Design adc_clkdiv_ctrl, sky130hd; sources not shown.
### The metal 2 layer

The bar under the picture is 20 µm long. Cells faint in the background.
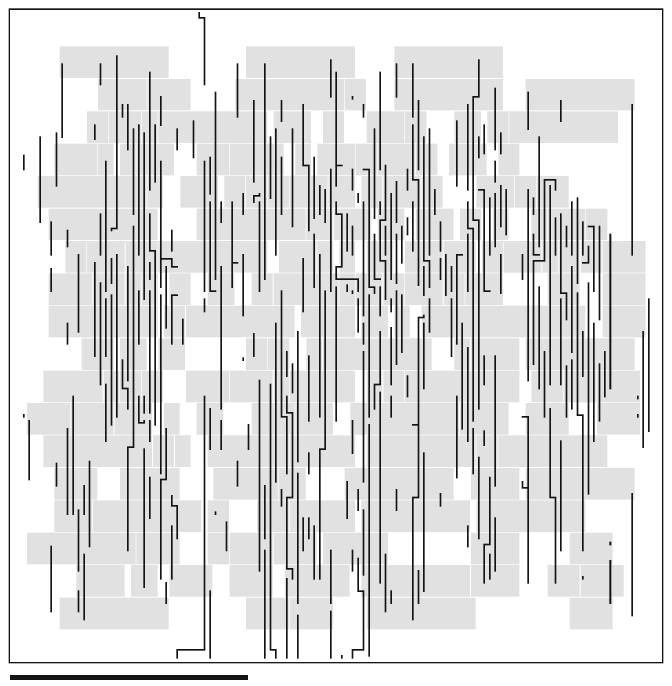
main direction: vertical
longest straight run: 22.3 µm
share of all routed wire: 51%
GR Util met2: 46.4%
vias after detailed routing: 1238
Detailed Route WL: 3.27 mm

### Routing congestion map

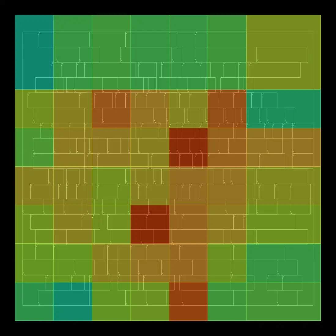
final core occ: 76.5%
WL/cell: 15.7 µm
Total Routing Usage GR: 27.2%
grt met3 use: 7.22%

==> flow_metrics.tcl <==
# collected from the flow reports
set metrics [dict create \
    compound_area_share_pct 8.48 \
    postCtsHoldBufs 0 \
    cp-end-kind "output port" \
    xor_share_pct 6.83 \
    synth_top_cell_by_count "dfrtp_1" \
    path_max_fanout 14 \
    fin_ws_ns 0.857 \
    lay_top_count "dfrtp_1" \
    status "completed" \
    r2r_setup_slack_ns 0.92 \
    synth_simple_gate_area_share_pct 21.4 \
    nets 191 \
    synth-async-reset-ratio_pct 100 \
    ant_nets 0 \
    cts_tree "done" \
    synthMuxAreaShare_pct 11.0 \
    worstSetupPathType "reg2out" \
    fin_crit_ns 2.64 \
    dr.pass1.iters 4 \
    warnings 26 \
    fp.dieArea_mm2 0.00299 \
    fin_skew_ns 0.0130 \
    area_delta_synth_final_pct 16.7 \
    max-slew-margin-rel_pct 58.0 \
    ys_cells 153 \
    fin_crit_sh_pct 75.5 \
    globalRoute.busiestLayer "met2" \
    critPathRequiredTime_ns 3.15 \
    wl_met3_um 132 \
    synthFlopType "dfrtp_1" \
    clk_latency_ns 0.37 \
    gr-usage-met1_pct 31.9 \
    clockBufferDepth 2 \
    path_clk_slew_ns 0.16 \
    diodes 0 \
    ir_drop_mv 0.423 \
]
-- worst max-delay path, stage by stage (launching register included) --
cell             delay [ns]
dfrtp_1                0.54
nor3b_4                0.59
nand2b_4               0.26
clkdlybuf4s50_1        0.53
-- where the power goes --
part | leakage [nW] | internal (mW) | switching, mW | total (mW)
clock | 0.0325 | 0.0457 | 0.125 | 0.170
combinational | 0.460 | 0.194 | 0.150 | 0.344
sequential | 0.396 | 0.436 | 0.102 | 0.538
-- area by class of cell --
type / instances / area, µm²
Clock buffer: 5 / 25.0
Multi-Input combinational cell: 108 / 821
Timing Repair Buffer: 25 / 248
Clock inverter: 3 / 15.0
Inverter: 6 / 22.5
Sequential cell: 31 / 777
Fill cell: 182 / 599
Tap cell: 30 / 37.5
Power is estimated from default activity; no workload was simulated.
